Fig. 1: run 1, track usage over the die
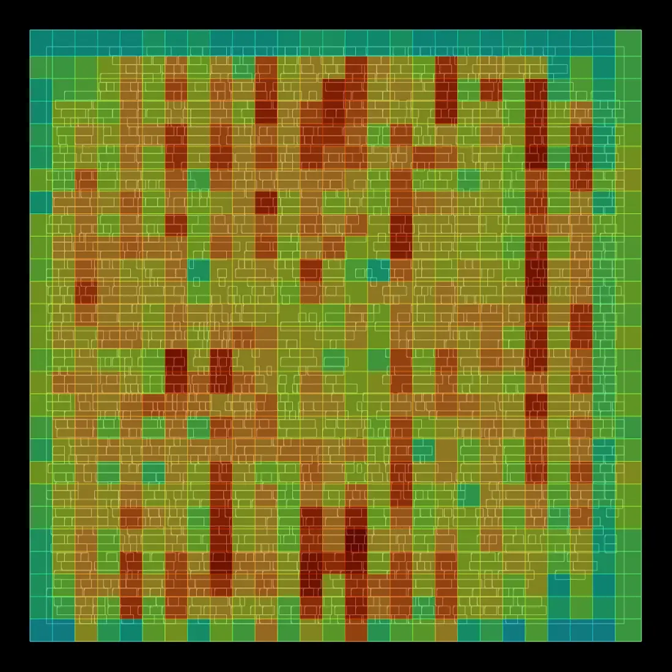
Fig. 2: run 1, sizing map
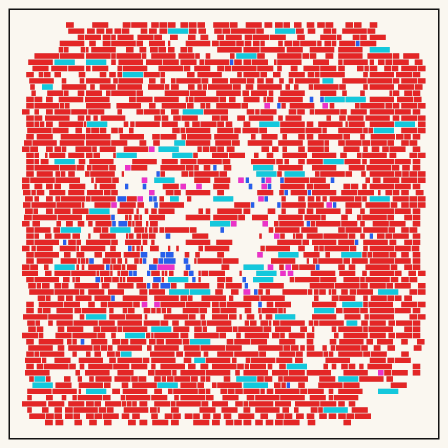
Fig. 3: run 1, nets reached from selected ports
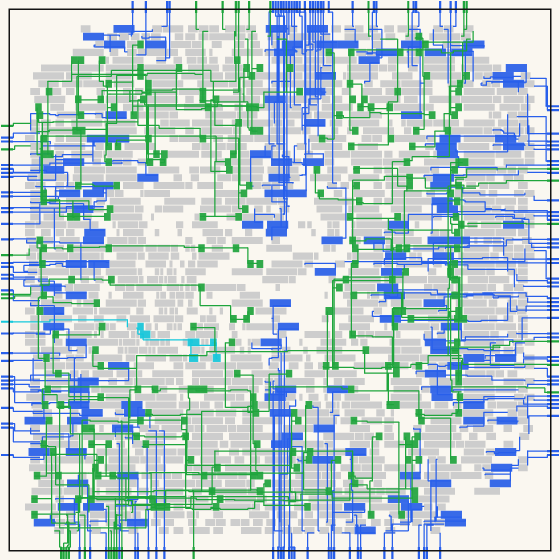
`config.mk`:
```
export PLATFORM = sky130hd
export DESIGN_NAME = smm_operand_loader_flat
export DESIGN_NICKNAME = d
export VERILOG_FILES = /design/src/rtl/smm_pkg.sv /design/src/rtl/smm_operand_loader_if.sv /design/src/rtl/smm_stage_buf.sv /design/src/rtl/smm_operand_loader.sv /design/src/flat_wrapper.sv
export SDC_FILE = /design/constraint.sdc
export NUM_CORES = 1
export LEC_CHECK = 0
export CORE_MARGIN = 5
export CORE_UTILIZATION = 57
export DETAILED_ROUTE_END_ITERATION = 8
export GPL_ROUTABILITY_DRIVEN = 0
export GPL_TIMING_DRIVEN = 0
export PLACE_DENSITY_LB_ADDON = 0.25
export SYNTH_ARGS = -nofsm -noshare
export SYNTH_HDL_FRONTEND = slang
export SYNTH_HIERARCHICAL = 1
export SYNTH_SLANG_ARGS = --single-unit
```
`constraint.sdc`:
```
create_clock -name clk -period 5 [get_ports clk]
set_input_delay 1 -clock clk [delete_from_list [all_inputs] [get_ports clk]]
set_output_delay 1 -clock clk [all_outputs]
set_load 0.05 [all_outputs]
```
`src/rtl/smm_pkg.sv`:
```
// Shared constants and types for the Strassen core operand loader.
package smm_pkg;

    localparam int unsigned DATAWIDTH = 32;
    localparam int unsigned BUSWIDTH  = 4 * DATAWIDTH;

    // Lane MSB positions on the packed A/B buses
    localparam int unsigned LANE_00 = DATAWIDTH - 1;
    localparam int unsigned LANE_01 = 2 * DATAWIDTH - 1;
    localparam int unsigned LANE_10 = 3 * DATAWIDTH - 1;
    localparam int unsigned LANE_11 = 4 * DATAWIDTH - 1;

    localparam int unsigned BEATS_PER_GROUP = 8;

    localparam logic [2:0] BEAT_A00 = 3'd0;
    localparam logic [2:0] BEAT_A01 = 3'd1;
    localparam logic [2:0] BEAT_A10 = 3'd2;
    localparam logic [2:0] BEAT_A11 = 3'd3;
    localparam logic [2:0] BEAT_B00 = 3'd4;
    localparam logic [2:0] BEAT_B01 = 3'd5;
    localparam logic [2:0] BEAT_B10 = 3'd6;
    localparam logic [2:0] BEAT_B11 = 3'd7;

    typedef enum logic {
        IDLE = 1'b0,
        HOLD = 1'b1
    } state_e;

endpackage

```
`src/rtl/smm_operand_loader_if.sv`:
```
// Element stream in, packed operand buses and load/hold status out.
interface smm_operand_loader_if #(
    parameter int unsigned DATAWIDTH = smm_pkg::DATAWIDTH
);
    localparam int unsigned BUSWIDTH = 4 * DATAWIDTH;

    logic                 in_valid;
    logic                 in_ready;
    logic [DATAWIDTH-1:0] in_data;
    logic                 in_sel;
    logic [BUSWIDTH-1:0]  A;
    logic [BUSWIDTH-1:0]  B;
    logic                 load;
    logic                 sel;
    logic                 busy;
    logic                 done;

    modport master (
        output in_valid, in_data, in_sel,
        input  in_ready, A, B, load, sel, busy, done
    );

    modport slave (
        input  in_valid, in_data, in_sel,
        output in_ready, A, B, load, sel, busy, done
    );

endinterface

```
`src/rtl/smm_stage_buf.sv`:
```
// Staging bank: collects one 8-beat A/B group while the active pair is held.
module smm_stage_buf
    import smm_pkg::*;
#(
    parameter int unsigned DW = smm_pkg::DATAWIDTH
) (
    input  logic            clk,
    input  logic            rst,
    input  logic            in_valid_i,
    input  logic [DW-1:0]   in_data_i,
    input  logic            in_sel_i,
    input  logic            clear_i,
    output logic            in_ready_o,
    output logic [4*DW-1:0] stg_a_o,
    output logic [4*DW-1:0] stg_b_o,
    output logic            stg_sel_o,
    output logic            stg_full_o
);

    logic [2:0]    beat_q;
    logic [DW-1:0] bank_q [BEATS_PER_GROUP];
    logic          sel_q;
    logic          full_q;
    logic          hs_c;

    assign in_ready_o = !full_q && !rst;
    assign hs_c       = in_valid_i && in_ready_o;

    // Beat counter wraps 7 -> 0; the last beat marks the bank full
    always_ff @(posedge clk) begin
        if (rst) begin
            beat_q <= '0;
            sel_q  <= 1'b0;
            full_q <= 1'b0;
            for (int i = 0; i < int'(BEATS_PER_GROUP); i++) begin
                bank_q[i] <= '0;
            end
        end else begin
            if (hs_c) begin
                bank_q[beat_q] <= in_data_i;
                beat_q         <= beat_q + 3'd1;
                if (beat_q == BEAT_A00) begin
                    sel_q <= in_sel_i;
                end
            end
            if (hs_c && (beat_q == BEAT_B11)) begin
                full_q <= 1'b1;
            end else if (clear_i) begin
                full_q <= 1'b0;
            end
        end
    end

    assign stg_a_o    = {bank_q[BEAT_A11], bank_q[BEAT_A10], bank_q[BEAT_A01], bank_q[BEAT_A00]};
    assign stg_b_o    = {bank_q[BEAT_B11], bank_q[BEAT_B10], bank_q[BEAT_B01], bank_q[BEAT_B00]};
    assign stg_sel_o  = sel_q;
    assign stg_full_o = full_q;

endmodule

```
`src/rtl/smm_operand_loader.sv`:
```
// Operand stager: moves a staged A/B/sel group onto the core buses and holds it
// for the compute window, with back-to-back transfers when the next group is ready.
module smm_operand_loader
    import smm_pkg::*;
#(
    parameter int unsigned DATAWIDTH   = smm_pkg::DATAWIDTH,
    parameter int unsigned BLOCKSIZE   = DATAWIDTH,
    parameter int unsigned BUSWIDTH    = BLOCKSIZE * 4,
    parameter int unsigned HOLD_CYCLES = 9
) (
    input  logic                 clk,
    input  logic                 rst,
    smm_operand_loader_if.slave  bus
);

    if (HOLD_CYCLES < 1) begin : g_bad_hold
        $error("smm_operand_loader: HOLD_CYCLES must be >= 1");
    end
    if ((BLOCKSIZE != DATAWIDTH) || (BUSWIDTH != 4 * BLOCKSIZE)) begin : g_bad_width
        $error("smm_operand_loader: BUSWIDTH must be 4*BLOCKSIZE with BLOCKSIZE == DATAWIDTH");
    end

    localparam int unsigned CNT_W = (HOLD_CYCLES > 1) ? $clog2(HOLD_CYCLES) : 1;

    state_e              state_q;
    logic [CNT_W-1:0]    cnt_q;
    logic [BUSWIDTH-1:0] a_q;
    logic [BUSWIDTH-1:0] b_q;
    logic                sel_q;
    logic                load_q;
    logic                busy_q;
    logic                done_q;

    logic [BUSWIDTH-1:0] stg_a;
    logic [BUSWIDTH-1:0] stg_b;
    logic                stg_sel;
    logic                stg_full;
    logic                xfer_c;

    smm_stage_buf #(.DW(DATAWIDTH)) u_stage (
        .clk        (clk),
        .rst        (rst),
        .in_valid_i (bus.in_valid),
        .in_data_i  (bus.in_data),
        .in_sel_i   (bus.in_sel),
        .clear_i    (xfer_c),
        .in_ready_o (bus.in_ready),
        .stg_a_o    (stg_a),
        .stg_b_o    (stg_b),
        .stg_sel_o  (stg_sel),
        .stg_full_o (stg_full)
    );

    // Transfer from IDLE, or at the final hold cycle for back-to-back loads
    assign xfer_c = stg_full && ((state_q == IDLE) || (cnt_q == '0));

    always_ff @(posedge clk) begin
        if (rst) begin
            state_q <= IDLE;
            cnt_q   <= '0;
            a_q     <= '0;
            b_q     <= '0;
            sel_q   <= 1'b0;
            load_q  <= 1'b0;
            busy_q  <= 1'b0;
            done_q  <= 1'b0;
        end else begin
            load_q <= 1'b0;
            done_q <= 1'b0;
            if (xfer_c) begin
                a_q     <= stg_a;
                b_q     <= stg_b;
                sel_q   <= stg_sel;
                load_q  <= 1'b1;
                cnt_q   <= CNT_W'(HOLD_CYCLES - 1);
                state_q <= HOLD;
                busy_q  <= 1'b1;
                done_q  <= (HOLD_CYCLES == 1);
            end else if (state_q == HOLD) begin
                if (cnt_q != '0) begin
                    cnt_q  <= cnt_q - CNT_W'(1);
                    done_q <= (cnt_q == CNT_W'(1));
                end else begin
                    state_q <= IDLE;
                    busy_q  <= 1'b0;
                end
            end
        end
    end

    assign bus.A    = a_q;
    assign bus.B    = b_q;
    assign bus.sel  = sel_q;
    assign bus.load = load_q;
    assign bus.busy = busy_q;
    assign bus.done = done_q;

endmodule
```
`src/flat_wrapper.sv`:
```
// flat-port wrapper written by rule: the top's interface ports become plain ports
module smm_operand_loader_flat import smm_pkg::*;
#(
    parameter int unsigned DATAWIDTH   = smm_pkg::DATAWIDTH,
    parameter int unsigned BLOCKSIZE   = DATAWIDTH,
    parameter int unsigned BUSWIDTH    = BLOCKSIZE * 4,
    parameter int unsigned HOLD_CYCLES = 9
)
  (clk, rst, bus_in_valid, bus_in_data, bus_in_sel, bus_in_ready, bus_A, bus_B, bus_load, bus_sel, bus_busy, bus_done);
  smm_operand_loader_if #(.DATAWIDTH(DATAWIDTH)) bus_i ();
  input  logic clk;
  input  logic rst;
  input wire logic [$bits(bus_i.in_valid)-1:0] bus_in_valid;
  input wire logic [$bits(bus_i.in_data)-1:0] bus_in_data;
  input wire logic [$bits(bus_i.in_sel)-1:0] bus_in_sel;
  output wire logic [$bits(bus_i.in_ready)-1:0] bus_in_ready;
  output wire logic [$bits(bus_i.A)-1:0] bus_A;
  output wire logic [$bits(bus_i.B)-1:0] bus_B;
  output wire logic [$bits(bus_i.load)-1:0] bus_load;
  output wire logic [$bits(bus_i.sel)-1:0] bus_sel;
  output wire logic [$bits(bus_i.busy)-1:0] bus_busy;
  output wire logic [$bits(bus_i.done)-1:0] bus_done;
  assign bus_i.in_valid = bus_in_valid;
  assign bus_i.in_data = bus_in_data;
  assign bus_i.in_sel = bus_in_sel;
  assign bus_in_ready = bus_i.in_ready;
  assign bus_A = bus_i.A;
  assign bus_B = bus_i.B;
  assign bus_load = bus_i.load;
  assign bus_sel = bus_i.sel;
  assign bus_busy = bus_i.busy;
  assign bus_done = bus_i.done;
  smm_operand_loader #(.DATAWIDTH(DATAWIDTH), .BLOCKSIZE(BLOCKSIZE), .BUSWIDTH(BUSWIDTH), .HOLD_CYCLES(HOLD_CYCLES)) u_core (.clk(clk), .rst(rst), .bus(bus_i));
endmodule
```
==> results.json, run 1 <==
{
  "synth_area_mm2": 0.01794,
  "crit_slowest_cell": "clkdlybuf4s50_1",
  "worst_pin_slew_ps": 995.5,
  "synthToLayoutAreaGrowth_pct": 28.39,
  "path_cells": "clkdlybuf4s50_1, clkbuf_1, nor2_1, clkdlybuf4s50_1",
  "ys_area_mm2": 0.01794,
  "detail-route-antenna-nets": 0,
  "ys.flop_type": "dfxtp_1",
  "holdWs_ps": 461.5,
  "lay_top_count": "clkdlybuf4s50_1",
  "reg2reg_slack_ps": 2180,
  "layout.cells.non_filler": 1991,
  "clock_skew_ps": 17.19,
  "cp-end-kind": "primary output",
  "power_w": 0.008591,
  "seq_share_pct": 56.83,
  "p_seq_share_pct": 54.1,
  "synth_flops": 526,
  "cts_sinks": 526,
  "regMostFlops": "u_core/u_stage/bank_q",
  "cts_max_level": 2,
  "tns_ps": 0,
  "fillerInstances": 1983,
  "p_int_w": 0.006835,
  "p_comb_w": 0.000257,
  "hold_depth": 1,
  "postPlaceCellArea_mm2": 0.02141,
  "r2r_start": "u_core/u_stage/stg_full_o",
  "layout-drive-gt1-share_pct": 9.692,
  "vias": 11449,
  "largest_register_ff_count": 256,
  "hp-class": "reg -> reg",
  "fa_ha_area_share_pct": 0.3487,
  "worst-setup-path-type": "in -> out",
  "synthTopCellsByCount": "270 x dfxtp_1, 257 x a22o_1, 256 x and2_1, 256 x edfxtp_1, 30 x buf_2",
  "cts_buffers": 50,
  "nets": 1588,
  "cts_resized": 0,
  "layout_worst_path_cycle_share_pct": 78.89,
  "endpoint": "bus_in_ready",
  "slew_headroom_pct": 33.63,
  "status": "completed",
  "cpMostUsedCell": "clkdlybuf4s50_1",
  "synth-xor-area-share_pct": 0.04881,
  "combPwrFrac_pct": 3.0,
  "min_to": "u_core/bus.B[116]",
  "layout_top_cells": "296 x clkdlybuf4s50_1, 270 x dfxtp_1, 257 x a22o_1, 256 x and2_1, 256 x edfxtp_1",
  "edf_count": 256,
  "clkPwrFrac_pct": 42.9,
  "startpoint": "rst",
  "timing.fmax_mhz": 253.5,
  "grt_setup_unrepaired": "false",
  "r2r_cells": 4,
  "p_clk_w": 0.00369,
  "rows": 65,
  "slew_viol_final": 0,
  "maxPowerGroup": "sequential cells",
  "antenna_found_initial": 2,
  "crit_family": "buffers and inverters",
  "gr-usage-met2_pct": 44.01,
  "hp-start": "u_core/u_stage/bank_q[7][20]",
  "synthCells": 1199,
  "finalInstanceArea_mm2": 0.02304,
  "avgSynthCellArea_um2": 14.97,
  "yosys-top-cells-area": "edfxtp_1 43%, dfxtp_1 30%, a22o_1 13%",
  "grt_pass1_vias": 11627,
  "top_cell": "dfxtp_1",
  "p_seq_w": 0.00465,
  "ys_types": 39,
  "layout.area.comb_mm2": 0.004363,
  "dieHeight_um": 187.4,
  "flop_area_mm2": 0.01309,
  "buf_share_pct": 14.88,
  "period_needed_ps": 3944,
  "initCoreUtil_pct": 57.31,
  "power_switching_w": 0.001756,
  "dr.first_iter.drc_count": 995,
  "cp-start-kind": "input port",
  "drt-met1-wl_um": 19760,
  "finalSetupViolCount": 0,
  "slowest_delay_ps": 830,
  "synthMuxAreaShare_pct": 0.2929,
  "synth_warnings": 6,
  "grt_max_degree": 33,
  "clockRootBuffer": "clkbuf_16",
  "placeableCoreArea_mm2": 0.03131,
  "path_clk_slew_ps": 60,
  "fp_nets": 1240,
  "hold_violations": 0,
  "wl_met3_um": 3943,
  "clk_latency_ps": 550,
  "place_ws_ps": 1112,
  "num_tap_cells": 402,
  "diodes": 0,
  "cts_hold_buf": 0,
  "ctsLongestPathBuffers": 3,
  "routed_wl_um": 48420,
  "port_buffers": 296,
  "drc": 0,
  "cp_max_fo": 11,
  "logic_family": "AND-OR/OR-AND gates",
  "yosysTopAreaCellShare_pct": 42.84
}
-- Fig. 1 (at the start) --
met3 Track Usage GR: 5.189%
met1 global-route usage: 35.82%
DR WL/cell: 24.32 um
fin util: 73.58%
GR peak layer: met2

-- Fig. 2 (at the start) --
magenta -> _3 and _4 cells  # cells 28
cyan -> _6 and larger  # cells 63
blue -> _2 cells  # cells 63
red -> _0 and _1 cells  # cells 1,435

-- Fig. 3 (at the start) --
green -> bus_in_data  # bits 32, direction input, edge 11 south, 10 north, 6 east, 5 west, end cells 256, buffers 32, wire 5,760 um
blue -> bus_A  # bits 128, direction output, edge 40 east, 31 north, 29 south, 28 west, end cells 128, buffers 128, wire 5,850 um
cyan -> bus_in_valid  # bits 1, direction input, edge west, end cells 6, buffers 1, wire 91.8 um

Fig. 4: run 1, cells colored by class
Bar = 50 um.
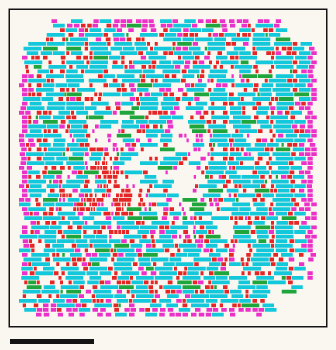

==> run 2: changes to the inputs <==
--- a/config.mk
+++ b/config.mk
@@ -6,7 +6,7 @@
 export NUM_CORES = 1
 export LEC_CHECK = 0
 export CORE_MARGIN = 5
-export CORE_UTILIZATION = 57
+export CORE_UTILIZATION = 48
 export DETAILED_ROUTE_END_ITERATION = 8
 export GPL_ROUTABILITY_DRIVEN = 0
 export GPL_TIMING_DRIVEN = 0
==> constraint.sdc (replaced) <==
create_clock -name clk -period 3.3 [get_ports clk]
set_input_delay 0.66 -clock clk [delete_from_list [all_inputs] [get_ports clk]]
set_output_delay 0.66 -clock clk [all_outputs]
set_load 0.05 [all_outputs]
Fig. 5: run 2, cells colored by class
Bar = 50 um.
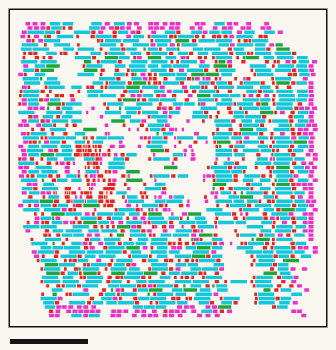
magenta -> remaining buffers and delay cells  # cells 382, share of their area 15%
green -> clock drivers and dummy loads  # cells 94, share of their area 7.2%
cyan -> sequential cells  # cells 526, share of their area 58%
red -> combinational and other logic  # cells 587, share of their area 19%

Fig. 6: run 2, wire density map
Bar = 50 um. 20 x 20 tiles, from dark purple (low) to yellow (high), scaled to the fullest tile. Values are wire area over tile area, all layers added.
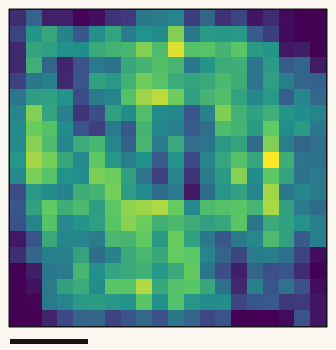
emptiest ninth of the die = south-east
fullest tile = 0.42
nearly empty tiles = 4.0%

==> run 2 against run 1 <==
Clock skew decreased by 5.6 ps. Utilization down 11 points. Global-route usage fell by 3.4 points. Synthesized cell count did not move.
==> results.json, run 2 <==
{
  "maxPowerGroup": "sequential cells",
  "p_int_w": 0.01034,
  "yosysTopAreaCellShare_pct": 42.84,
  "grt.busiest_layer": "met2",
  "postPlaceCellArea_mm2": 0.02149,
  "clkPwrFrac_pct": 42.9,
  "synth-xor-area-share_pct": 0.04881,
  "power_switching_w": 0.002674,
  "post_drt_wl_per_cell_um": 24.15,
  "synth_area_mm2": 0.01794,
  "cts_resized": 0,
  "use_met1_pct": 31.13,
  "synthMuxAreaShare_pct": 0.2929,
  "path_cells": "clkdlybuf4s50_1, clkbuf_1, nor2_1, clkdlybuf4s50_1",
  "p_seq_w": 0.00704,
  "crit_family": "buffers and inverters",
  "p_seq_share_pct": 54.1,
  "place_ws_ps": -207.0,
  "clock_skew_ps": 11.63,
  "cp-start-kind": "input port",
  "dr.first_iter.drc_count": 783,
  "drt-met1-wl_um": 21150,
  "synth_warnings": 6,
  "power_w": 0.01301,
  "ctsLongestPathBuffers": 3,
  "clockRootBuffer": "clkbuf_16",
  "holdWs_ps": 460.3,
  "buf_share_pct": 14.83,
  "grt_max_degree": 33,
  "cp_max_fo": 11,
  "fp_nets": 1240,
  "cpMostUsedCell": "clkdlybuf4s50_1",
  "antenna_found_initial": 1,
  "seq_share_pct": 56.64,
  "nets": 1589,
  "period_needed_ps": 3188,
  "path_clk_slew_ps": 60,
  "hp-start": "u_core/u_stage/bank_q[5][1]",
  "initCoreUtil_pct": 48.78,
  "endpoint": "bus_in_ready",
  "slew_headroom_pct": 30.53,
  "grt_pass1_vias": 11079,
  "startpoint": "rst",
  "combPwrFrac_pct": 3.0,
  "rows": 70,
  "drc": 0,
  "timing.fmax_mhz": 313.7,
  "min_to": "u_core/bus.B[33]",
  "vias": 11185,
  "status": "completed",
  "layout_worst_path_cycle_share_pct": 96.60,
  "num_tap_cells": 468,
  "ys.flop_type": "dfxtp_1",
  "cts_buffers": 51,
  "crit_slowest_cell": "clkdlybuf4s50_1",
  "ys_types": 39,
  "p_comb_w": 0.000394,
  "r2r_cells": 4,
  "edf_count": 256,
  "fa_ha_area_share_pct": 0.3487,
  "flop_area_mm2": 0.01309,
  "placeableCoreArea_mm2": 0.03679
}
==> run 3: changes to the inputs <==
==> constraint.sdc (replaced) <==
create_clock -name clk -period 3.3 [get_ports clk]
set_input_delay 0.33 -clock clk [delete_from_list [all_inputs] [get_ports clk]]
set_output_delay 0.33 -clock clk [all_outputs]
set_load 0.05 [all_outputs]
Fig. 7: run 3, wire density map
Bar = 50 um. 20 x 20 tiles, from dark purple (low) to yellow (high), scaled to the fullest tile. Values are wire area over tile area, all layers added.
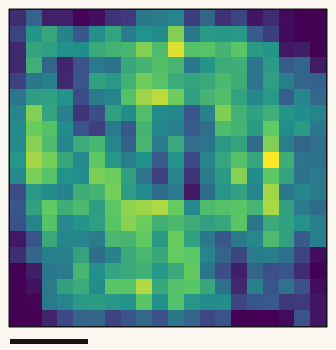
fullest tile = 0.42
emptiest ninth of the die = south-east
nearly empty tiles = 4.0%
tiles over half the peak = 45%
mean over tiles = 0.19

==> run 3 against run 2 <==
Utilization unchanged. Final cell count unchanged. Design area unchanged. First-iteration DRC count unchanged. Sequential power about the same. Critical path depth unchanged. Hold slack got worse by 8.6 ps. Register-to-register slack about the same. Global-route usage unchanged. Largest cell class unchanged. Highest routed layer unchanged.
==> results.json, run 3 <==
{
  "finalSetupViolCount": 0,
  "synthMuxAreaShare_pct": 0.2929,
  "slew_viol_final": 0,
  "grt_pass1_vias": 11079,
  "detail-route-antenna-nets": 0,
  "layout.cells.non_filler": 2060,
  "r2r_start": "u_core/u_stage/stg_full_o",
  "synth_seq_share_pct": 72.97,
  "path_depth": 4,
  "maxPowerGroup": "sequential cells",
  "p_int_w": 0.01034,
  "crit_slowest_cell": "or2_2",
  "clockRootBuffer": "clkbuf_16",
  "ys_area_mm2": 0.01794,
  "grt_pass1_wl_um": 72060,
  "initCoreUtil_pct": 48.78,
  "status": "completed",
  "drv_cap": 0,
  "cts_setup_buffers": 0,
  "cp_max_fo": 32,
  "p_comb_w": 0.000394,
  "yosys-top-cells-area": "edfxtp_1 43%, dfxtp_1 30%, a22o_1 13%",
  "routed_wl_um": 49750,
  "grt.busiest_layer": "met2",
  "fp_nets": 1240,
  "synth_flops": 526,
  "top_area_cell": "edfxtp_1",
  "nets": 1589,
  "holdWs_ps": 451.7,
  "tool_warnings": 28,
  "layout-drive-gt1-share_pct": 9.692,
  "comb_share_pct": 18.88,
  "synth_warnings": 6,
  "drc": 0,
  "placeableCoreArea_mm2": 0.03679,
  "postPlaceCellArea_mm2": 0.02149,
  "vias": 11185,
  "required_ps": 3470,
  "p_seq_share_pct": 54.1,
  "p_seq_w": 0.00704,
  "largest_register_ff_count": 256,
  "ctsLongestPathBuffers": 3,
  "post-route-util_pct": 62.84,
  "num_tap_cells": 468,
  "cts_buffers": 51,
  "use_met3_pct": 4.723,
  "post_drt_wl_per_cell_um": 24.15,
  "dp_hpwl_um": 34200,
  "edf_count": 256,
  "cp-start-kind": "register",
  "port_buffers": 296,
  "endpoint": "u_core/u_stage/bank_q[6][17]",
  "tns_ps": 0,
  "dieHeight_um": 203.3,
  "cts_sinks": 526,
  "synthToLayoutAreaGrowth_pct": 28.82,
  "powerDensity_mw_per_mm2": 562.9,
  "synth_area_mm2": 0.01794,
  "flop_area_mm2": 0.01309,
  "cts_tree": "done",
  "power_w": 0.01301,
  "grt_max_degree": 33,
  "seq_cells": 526,
  "worst-setup-path-type": "reg -> reg",
  "startpoint": "u_core/u_stage/stg_full_o",
  "fa_ha_area_share_pct": 0.3487,
  "layout_worst_path_cycle_share_pct": 82.80,
  "yosysTopAreaCellShare_pct": 42.84,
  "buffers": 382,
  "hp-start": "bus_in_sel",
  "clk_latency_ps": 560,
  "dr_wl_met2_um": 23840,
  "ys_cells": 1199,
  "hold_violations": 0,
  "regMostFlops": "u_core/u_stage/bank_q",
  "ys.flop_type": "dfxtp_1",
  "clkPwrFrac_pct": 42.9,
  "layout_top_cells": "296 x clkdlybuf4s50_1, 270 x dfxtp_1, 257 x a22o_1, 256 x and2_1, 256 x edfxtp_1",
  "cts_max_level": 2,
  "timing.fmax_mhz": 366.0,
  "synth-xor-area-share_pct": 0.04881,
  "lay_top_count": "clkdlybuf4s50_1",
  "period_needed_ps": 2733,
  "buf_share_pct": 14.83,
  "avgSynthCellArea_um2": 14.97,
  "worst_pin_slew_ps": 1042,
  "clock_skew_ps": 11.63,
  "swShare_pct": 20.55,
  "use_met1_pct": 31.13,
  "dr.pass1.iters": 5,
  "seq_share_pct": 56.64,
  "path_cells": "buf_2, nand2b_1, nor2_1, or2_2",
  "min_to": "u_core/u_stage/stg_sel_o",
  "combPwrFrac_pct": 3.0,
  "power_switching_w": 0.002674,
  "rows": 70,
  "slew_headroom_pct": 30.53,
  "boundaryPins": 297,
  "logic_gates": 581,
  "hp-class": "in -> reg",
  "antenna_found_initial": 1,
  "crit_arrival_ps": 2900,
  "cts_resized": 0,
  "r2r_end": "u_core/u_stage/bank_q[6][17]",
  "ys_types": 39,
  "drt-met1-wl_um": 21150,
  "hold_depth": 3,
  "place_ws_ps": 123.1,
  "path_clk_slew_ps": 60,
  "p_clk_w": 0.00558,
  "dr.first_iter.drc_count": 783,
  "r2r_cells": 4,
  "crit_family": "simple AND/OR/NAND/NOR gates",
  "highest_layer": "met4"
}
Fig. 8: run 3, sizing map
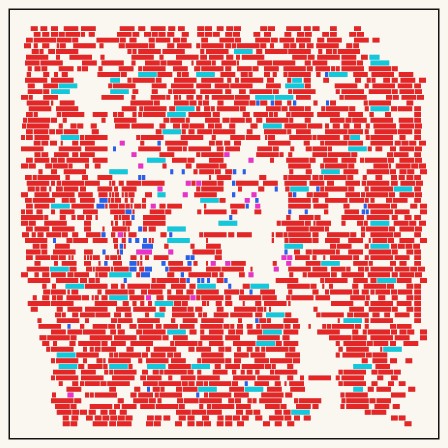
blue -> _2 cells  # cells 66
red -> _0 and _1 cells  # cells 1,435
magenta -> _3 and _4 cells  # cells 26
cyan -> _6 and larger  # cells 62

Power is estimated from default activity; no workload was simulated.
